===== config.mk =====
export PLATFORM = sky130hd
export DESIGN_NAME = seg7_scan_decoder_flat
export DESIGN_NICKNAME = d
export VERILOG_FILES = /design/src/rtl/seg7_scan_decoder_pkg.sv /design/src/rtl/seg7_scan_decoder_if.sv /design/src/rtl/seg7_scan_decoder_seg7_to_bcd.sv /design/src/rtl/seg7_scan_decoder.sv /design/src/flat_wrapper.sv
export SDC_FILE = /design/constraint.sdc
export NUM_CORES = 1
export LEC_CHECK = 0
export CORE_ASPECT_RATIO = 1.4
export CORE_MARGIN = 2
export CORE_UTILIZATION = 50
export CTS_CLUSTER_SIZE = 8
export DETAILED_ROUTE_END_ITERATION = 6
export MAX_ROUTING_LAYER = met4
export PLACE_DENSITY_LB_ADDON = 0.15
export SYNTH_ARGS = -nofsm -noshare
export SYNTH_HDL_FRONTEND = slang
export SYNTH_HIERARCHICAL = 1
export SYNTH_SLANG_ARGS = --single-unit

===== constraint.sdc =====
create_clock -name clk -period 2.8 [get_ports clk]
set_input_delay 0.56 -clock clk [delete_from_list [all_inputs] [get_ports clk]]
set_output_delay 0.56 -clock clk [all_outputs]
set_load 0.05 [all_outputs]

===== src/rtl/seg7_scan_decoder_pkg.sv =====
// seg7_scan_decoder_pkg: glyph table, FSM encoding and one-hot helper shared by the scan decoder files
package seg7_scan_decoder_pkg;
  localparam logic [9:0][6:0] GLYPHS = {7'h7B, 7'h7F, 7'h70, 7'h5F, 7'h5B, 7'h33, 7'h79, 7'h6D, 7'h30, 7'h7E};
  typedef enum logic {COLLECT = 1'b0, HOLD = 1'b1} state_t;
  function automatic logic one_hot4(input logic [3:0] a);
    return a != 4'd0 && (a & (a - 4'd1)) == 4'd0;
  endfunction
endpackage


===== src/rtl/seg7_scan_decoder_if.sv =====
// seg7_scan_decoder_if: scanned display inputs and captured-frame handshake
interface seg7_scan_decoder_if;
  logic [6:0] seg;
  logic [3:0] an;
  logic ready;
  logic [15:0] bcd;
  logic [3:0] err;
  logic valid;
  modport master(output seg, an, ready, input bcd, err, valid);
  modport slave(input seg, an, ready, output bcd, err, valid);
endinterface


===== src/rtl/seg7_scan_decoder_seg7_to_bcd.sv =====
// seg7_to_bcd: combinational glyph lookup; unknown patterns give F with err set
module seg7_to_bcd
  import seg7_scan_decoder_pkg::*;
(
  input  logic [6:0] seg,
  output logic [3:0] bcd,
  output logic       err
);
  always_comb begin
    bcd = 4'hF;
    err = 1'b1;
    for (int i = 0; i < 10; i++)
      if (seg == GLYPHS[i]) begin
        bcd = 4'(i);
        err = 1'b0;
      end
  end
endmodule


===== src/rtl/seg7_scan_decoder.sv =====
// seg7_scan_decoder: captures a stable multiplexed 4-digit 7-segment scan into a BCD frame with handshake
module seg7_scan_decoder
  import seg7_scan_decoder_pkg::*;
#(
  parameter int STABLE_CYCLES = 4
) (
  input logic clk,
  input logic reset_n,
  seg7_scan_decoder_if.slave bus
);
  localparam logic [3:0] STABLE = 4'(STABLE_CYCLES);
  state_t state, state_nx;
  logic [6:0] last_seg;
  logic [3:0] last_an, count, count_nx, mask, mask_nx, dig, err_q;
  logic [15:0] bcd_q;
  logic dig_err, hot, match, capture;
  seg7_to_bcd u_dec (.seg(bus.seg), .bcd(dig), .err(dig_err));
  // a saturated run at STABLE keeps matching but must not recapture
  always_comb begin
    hot = one_hot4(bus.an);
    match = hot && bus.seg == last_seg && bus.an == last_an;
    count_nx = !hot ? 4'd0 : match ? (count == 4'd15 ? count : count + 4'd1) : 4'd1;
    capture = hot && count_nx == STABLE && !(match && count == STABLE);
    mask_nx = mask | (capture ? bus.an : 4'd0);
  end
  always_ff @(posedge clk or negedge reset_n)
    if (!reset_n) state <= COLLECT;
    else state <= state_nx;
  always_comb
    state_nx = state == COLLECT ? (mask_nx == 4'hF ? HOLD : COLLECT) : (bus.ready ? COLLECT : HOLD);
  always_comb begin
    bus.valid = state == HOLD;
    bus.bcd = bcd_q;
    bus.err = err_q;
  end
  always_ff @(posedge clk or negedge reset_n)
    if (!reset_n) begin
      last_seg <= 7'd0;
      last_an <= 4'd0;
      count <= 4'd0;
      mask <= 4'd0;
      bcd_q <= 16'd0;
      err_q <= 4'd0;
    end else if (state == COLLECT) begin
      last_seg <= bus.seg;
      last_an <= bus.an;
      count <= count_nx;
      mask <= mask_nx;
      for (int i = 0; i < 4; i++)
        if (capture && bus.an[i]) begin
          bcd_q[i*4+:4] <= dig;
          err_q[i] <= dig_err;
        end
    end else if (bus.ready) begin
      last_seg <= 7'd0;
      last_an <= 4'd0;
      count <= 4'd0;
      mask <= 4'd0;
    end
endmodule

===== src/flat_wrapper.sv =====
// flat-port wrapper written by rule: the top's interface ports become plain ports
module seg7_scan_decoder_flat import seg7_scan_decoder_pkg::*;
#(
  parameter int STABLE_CYCLES = 4
)
  (clk, reset_n, bus_seg, bus_an, bus_ready, bus_bcd, bus_err, bus_valid);
  seg7_scan_decoder_if bus_i ();
  input logic clk;
  input logic reset_n;
  input wire logic [$bits(bus_i.seg)-1:0] bus_seg;
  input wire logic [$bits(bus_i.an)-1:0] bus_an;
  input wire logic [$bits(bus_i.ready)-1:0] bus_ready;
  output wire logic [$bits(bus_i.bcd)-1:0] bus_bcd;
  output wire logic [$bits(bus_i.err)-1:0] bus_err;
  output wire logic [$bits(bus_i.valid)-1:0] bus_valid;
  assign bus_i.seg = bus_seg;
  assign bus_i.an = bus_an;
  assign bus_i.ready = bus_ready;
  assign bus_bcd = bus_i.bcd;
  assign bus_err = bus_i.err;
  assign bus_valid = bus_i.valid;
  seg7_scan_decoder #(.STABLE_CYCLES(STABLE_CYCLES)) u_core (.clk(clk), .reset_n(reset_n), .bus(bus_i));
endmodule

**Run 1: metal layers overlaid**

Two of the layers only.
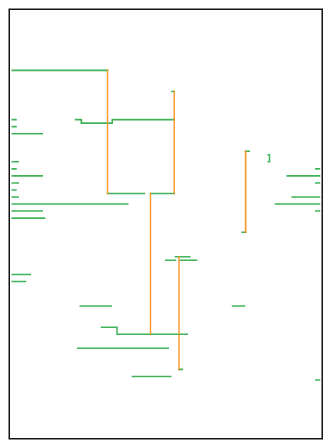
orange -> M4  # wire length 108 um
green -> M3  # wire length 195 um
final WL: 4.81 mm
via count: 1,722
overall routing resource usage: 23.0%
Avg WL per Cell: 15.4 um

**Run 1: I/O nets highlighted**

The bar under the picture is 20 um long.
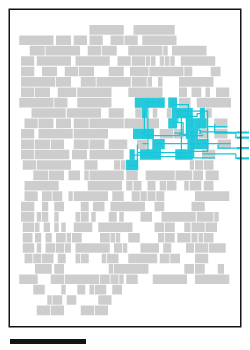
cyan -> bus_an  # bits 4, direction input, edge right, end cells 18, wire 241 um
port bufs: 34
number of top-level pins: 35

**Run 1: M2 wires**

The bar under the picture is 20 um long.
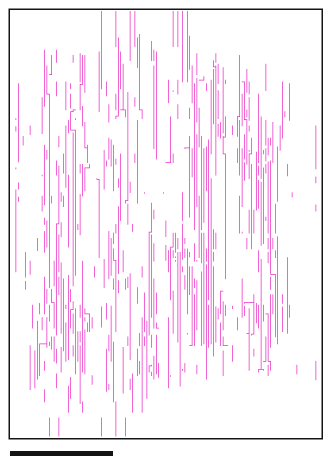
longest straight run = 37.4 um
main direction = vertical
nets with wire on the layer = 233
GR Util met2: 36.6%

**Run 1: where the registers sit**

Other sequential cells in the stronger grey, the rest of the logic in the fainter grey.
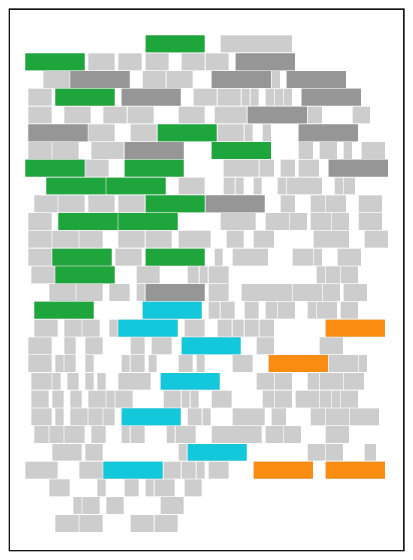
cyan -> u_core/last_seg  # placed flops 7
orange -> u_core/count  # placed flops 4, where bottom right
green -> u_core/bus.bcd  # placed flops 16
flop share of the area: 35.8%
flip-flop and latch power: 0.594 mW

run 1: cell type report:
type / instances / area (um2)
inverters: 13 / 48.8
clock inverters: 3 / 47.5
repair buffers: 50 / 455
multi-input cells: 142 / 1100
fillers: 345 / 1450
well taps: 60 / 75.1
clock buffers: 5 / 68.8
flip-flops and latches: 40 / 1000
run 1: logic make-up (layout without fill, tap and decap cells):
logic type	count (synthesis)	in the layout	synth area share [%]
AOI/OAI and AO/OA	31	31	10.2
xor gates and xnor gates	14	14	5.54
adders and majority gates	2	2	1.13
buffers and inverters	24	71	5.26
DFF	40	40	45.2
muxes	24	24	12.0
and+or+nand+nor	71	71	20.7
run 1: layout by cell type, fill, tap and decap left out, drive strengths merged, types with 2 or more instances in the layout:
cell type / Yosys / final
inv: 13 / 13
nand4b: 3 / 3
o31ai: 4 / 4
clkdlybuf4s50: 0 / 33
nor2b: 3 / 3
mux2: 20 / 20
nor4b: 3 / 3
buf: 7 / 17
nand4: 4 / 4
mux2i: 4 / 4
nand2b: 2 / 2
nor4: 3 / 3
nand3b: 6 / 6
dfrtp: 40 / 40
o21ai: 4 / 4
nor2: 8 / 8
a31oi: 6 / 6
nor3: 5 / 5
clkinv: 0 / 2
xnor2: 13 / 13
clkbuf: 4 / 5
nand3: 7 / 7
o22ai: 8 / 8
o211ai: 2 / 2
ha: 2 / 2
nand2: 21 / 21
run 1: layer usage:
layer	global-route usage [%]	vias to the layer above	wire [um]
met5	-	-	0
met2	36.6	46	2390
li1	-	825	-
met1	28.4	840	2120
met4	9.11	0	108
met3	4.83	11	194
run 1: report_power, final:
part           switching [mW]  total, mW  internal, mW
clock                   0.219      0.487         0.268
sequential            0.00762      0.594         0.586
combinational          0.0742      0.135        0.0609
==> flow_summary.json, run 1 <==
{
  "outcome": "completed",
  "p_leak_nw": 1.32,
  "critPathArrivalTime_ps": 2740,
  "instances_no_fill": 313,
  "fin_nets": 268,
  "area_growth_pct": 26.2,
  "cp_common_cell": "buf_4",
  "root_buffer": "clkbuf_8",
  "dp_slack_ps": 3.35,
  "ys_seq_share_pct": 45.2,
  "holdWs_ps": 360,
  "crit_buf_inv": 3,
  "cp-startpoint": "bus_an[3]",
  "cp_max_fo": 6,
  "tns_ps": 0,
  "start_kind": "primary input",
  "crit_type": "in2reg",
  "reg2regPathDepth": 6,
  "chipArea_um2": 4980,
  "cts_made_buffers": 5
}
==> run 2: changes to the inputs <==
ABC_CLOCK_PERIOD_IN_PS = 2800   (was unset)
**Run 2: I/O nets highlighted**

The bar under the picture is 20 um long.
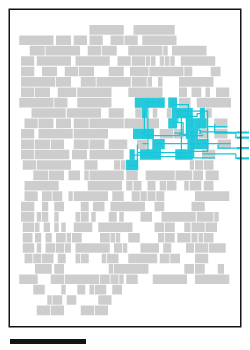
cyan -> bus_an  # bits 4, direction input, edge right, end cells 18, wire 241 um

**Run 2: metal layers overlaid**

Two of the layers only.
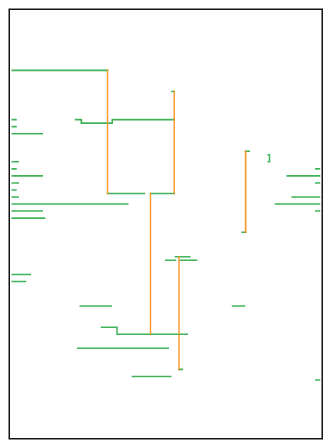
orange -> M4  # wire length 108 um
green -> M3  # wire length 195 um

==> run 2 against run 1 <==
Net effect:
- global-route usage unchanged
- hold slack unchanged
- sequential power about the same
- first-iteration DRC count unchanged
- utilization unchanged
- critical path type unchanged
- critical endpoint unchanged
- largest power group unchanged
==> flow_summary.json, run 2 <==
{
  "swShare_pct": 24.7,
  "ys_seq_share_pct": 45.2,
  "p_leak_nw": 1.32,
  "seq_power_share_pct": 48.8,
  "comb_cells": 142,
  "io_buffer_count": 34,
  "chipArea_um2": 4980,
  "sh_seq_area_pct": 35.8,
  "comb_share_pct": 39.2,
  "seq_area_um2": 1000,
  "area_growth_pct": 26.2,
  "outcome": "completed",
  "cts_made_buffers": 5,
  "buffer_area_share_pct": 16.3,
  "root_buffer": "clkbuf_8",
  "maxUsedRoutingLayer": "met4",
  "clk_share_pct": 4.17,
  "p_clk_share_pct": 40.1,
  "flops": 40,
  "routed_wl_mm": 4.81,
  "critPathArrivalTime_ps": 2740,
  "vias": 1722,
  "dominant_cells": "combinational gates",
  "dp_slack_ps": 3.35,
  "routedWlPerCell_um": 15.4,
  "mostFrequentLayoutCell": "dfrtp_1",
  "drt-met1-wl_mm": 2.12,
  "grt_util_met2_pct": 36.6,
  "mostFrequentLayoutCells": "dfrtp_1 (40), clkdlybuf4s50_1 (33), nand2_1 (21)",
  "power_frac_comb_pct": 11.1
}
==> run 2: cell counts in the layout (fill, tap and decap cells not counted) <==
Identical to the previous run, type by type.
==> run 2: path summary, 6_finish.rpt <==
check,startpoint,slack [ps],endpoint
max in group asynchronous,reset_n,1900,u_core/bus.bcd[8]
hold / removal,reset_n,360,u_core/count[1]
min in group clk,u_core/mask[0],490,u_core/mask[0]
hold reg to reg,u_core/mask[0],490,u_core/mask[0]
setup reg to reg,u_core/count[0],450,u_core/bus.bcd[15]
setup / recovery,bus_an[3],240,u_core/bus.valid
==> run 2: worst max-delay path, cell delays in order <==
cell	delay, ps
clkdlybuf4s50_1	440
buf_4	180
nor4b_2	320
a211oi_2	150
nor4_4	370
buf_4	200
a31oi_1	90
o41ai_1	420
==> run 2: power groups by stage <==
stage               Clock (mW)  Combinational (mW)  Sequential [mW]
detailed placement           0               0.135            0.606
floorplan                    0              0.0757            0.604
CTS                      0.496               0.137            0.594
finish                   0.487               0.135            0.594
global placement             0               0.135            0.605
global route             0.525               0.150            0.595
==> run 2: through the flow <==
step / power (mW) / utilization (%) / instances / hold WS, ps
after floorplan: 0.680 / - / 206 / 264
final: 1.22 / 65.9 / 313 / 360
after global placement: 0.740 / 63.1 / 305 / 459
after global routing: 1.27 / 65.9 / 313 / 451
after CTS: 1.23 / 65.9 / 313 / 402
after detailed placement: 0.741 / 63.1 / 305 / 472
==> run 2: cells by family (layout without fill, tap and decap cells) <==
group | Yosys count | count (layout) | synth area share [%]
adder cells (fa/ha/maj) | 2 | 2 | 1.13
multiplexers | 24 | 24 | 12.0
flip-flops | 40 | 40 | 45.2
buffers and inverters | 24 | 71 | 5.26
AND/OR/NAND/NOR | 71 | 71 | 20.7
XOR/XNOR | 14 | 14 | 5.54
AND-OR/OR-AND | 31 | 31 | 10.2
==> run 3: changes to the inputs <==
HOLD_SLACK_MARGIN = 0.12   (was unset)
REMOVE_ABC_BUFFERS = 1   (was unset)
**Run 3: I/O nets highlighted**

The bar under the picture is 20 um long.
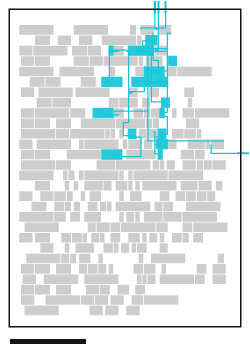
cyan -> bus_an  # bits 4, direction input, edge 3 top, 1 right, end cells 18, wire 275 um

**Run 3: where the registers sit**

Other sequential cells in the stronger grey, the rest of the logic in the fainter grey.
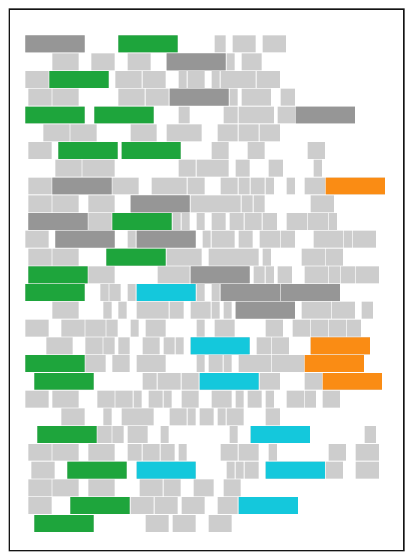
orange -> u_core/count  # placed flops 4
green -> u_core/bus.bcd  # placed flops 16
cyan -> u_core/last_seg  # placed flops 7, where bottom middle
not coloured = 13
flop share of the area: 36.1%
final design utilization: 65.4%

==> run 3 against run 2 <==
Net effect:
- utilization down 0.44 points
- critical endpoint is now u_core/bus.bcd[11]
- highest routed layer unchanged
- global-route usage up 0.40 points
- synthesized area unchanged
- final area down 0.67%
- critical path type unchanged
- largest cell class unchanged
==> flow_summary.json, run 3 <==
{
  "outcome": "completed",
  "routed_wl_mm": 5.15,
  "cts_made_buffers": 5,
  "mostFrequentLayoutCell": "dfrtp_1",
  "dominant_cells": "combinational gates",
  "synthSimpleGateAreaFrac_pct": 20.7,
  "cpPeakStageDelay_ps": 510,
  "ys_sh_adder_pct": 1.13,
  "ys_sh_mux_pct": 12.0,
  "rrSetupSlack_ps": 440,
  "ys_seq_share_pct": 45.2,
  "routedWlPerCell_um": 16.5,
  "vias": 1725,
  "r2r_end": "u_core/bus.bcd[3]",
  "flops": 40,
  "synth_stat.cells": 206,
  "maxUsedRoutingLayer": "met4",
  "chipArea_um2": 4980,
  "area_growth_pct": 25.3,
  "io_buffer_count": 34,
  "final_layout_size_suffix_gt1_share_pct": 22.1,
  "critPathArrivalTime_ps": 2630,
  "rr_startpoint": "u_core/count[0]",
  "comb_share_pct": 39.5,
  "aoi_share_pct": 10.2,
  "buffer_area_share_pct": 16.4,
  "slowest_stage": "clkdlybuf4s50_1",
  "mostFrequentLayoutCells": "dfrtp_1 (40), clkdlybuf4s50_1 (33), nand2_1 (21)",
  "cts_tree": "done",
  "root_buffer": "clkbuf_8",
  "cp-startpoint": "bus_an[1]",
  "seq_area_um2": 1000,
  "worstPathCellList": "clkdlybuf4s50_1, buf_4, xnor2_1, nand4_1, nor4_4, nand4b_2, mux2_2",
  "p_leak_nw": 1.30,
  "clk_share_pct": 3.52,
  "synth-xor-area-share_pct": 5.54
}
==> run 3: power breakdown <==
| part | total [mW] | internal [mW] | switching, mW |
|---|---|---|---|
| logic | 0.138 | 0.0609 | 0.0769 |
| clock network | 0.403 | 0.199 | 0.204 |
| registers | 0.594 | 0.586 | 0.00785 |
| total | 1.14 | 0.847 | 0.288 |
==> run 3: worst min path at each step <==
stage,from,endpoint,slack (ps),cells after the start
6_report,reset_n,u_core/last_seg[0],390,1
5_1_grt,reset_n,u_core/count[3],460,1
4_1_cts,reset_n,u_core/bus.bcd[12],410,1
3_5_place_dp,u_core/mask[0],u_core/mask[0],470,2
3_3_place_gp,u_core/mask[0],u_core/mask[0],460,2
2_1_floorplan,reset_n,u_core/bus.bcd[0],260,0
==> run 3: routing by layer <==
layer	vias to the layer above	GRT usage [%]
met4	0	9.56
li1	828	-
met3	12	4.83
met1	847	26.7
met5	-	-
met2	38	39.6
==> run 3: through the flow <==
step                hold WS (ps)  cells  power (mW)  setup WS [ps]  instance area [um2]
floorplan                    264    195       0.665            705                 2150
global placement             457    305       0.742           67.8                 2680
detailed placement           467    305       0.743           73.1                 2680
CTS                          414    313        1.15            340                 2770
global route                 460    313        1.19            217                 2770
finish                       391    313        1.14            343                 2770
==> run 3: cell families after synthesis <==
kind of cell | count (synthesis)
DFF | 40
xor gates and xnor gates | 14
adders and majority gates | 2
buffers and inverters | 24
and+or+nand+nor | 71
muxes | 24
AOI/OAI and AO/OA | 31
==> run 3: critical path: cells and delay by family <==
kind          cells  cell delay [ps]
simple gates      3              790
buf+inv           2              710
mux               1              350
xor+xnor          1              200
No activity file was given, so power comes from the tool's default toggle rates.
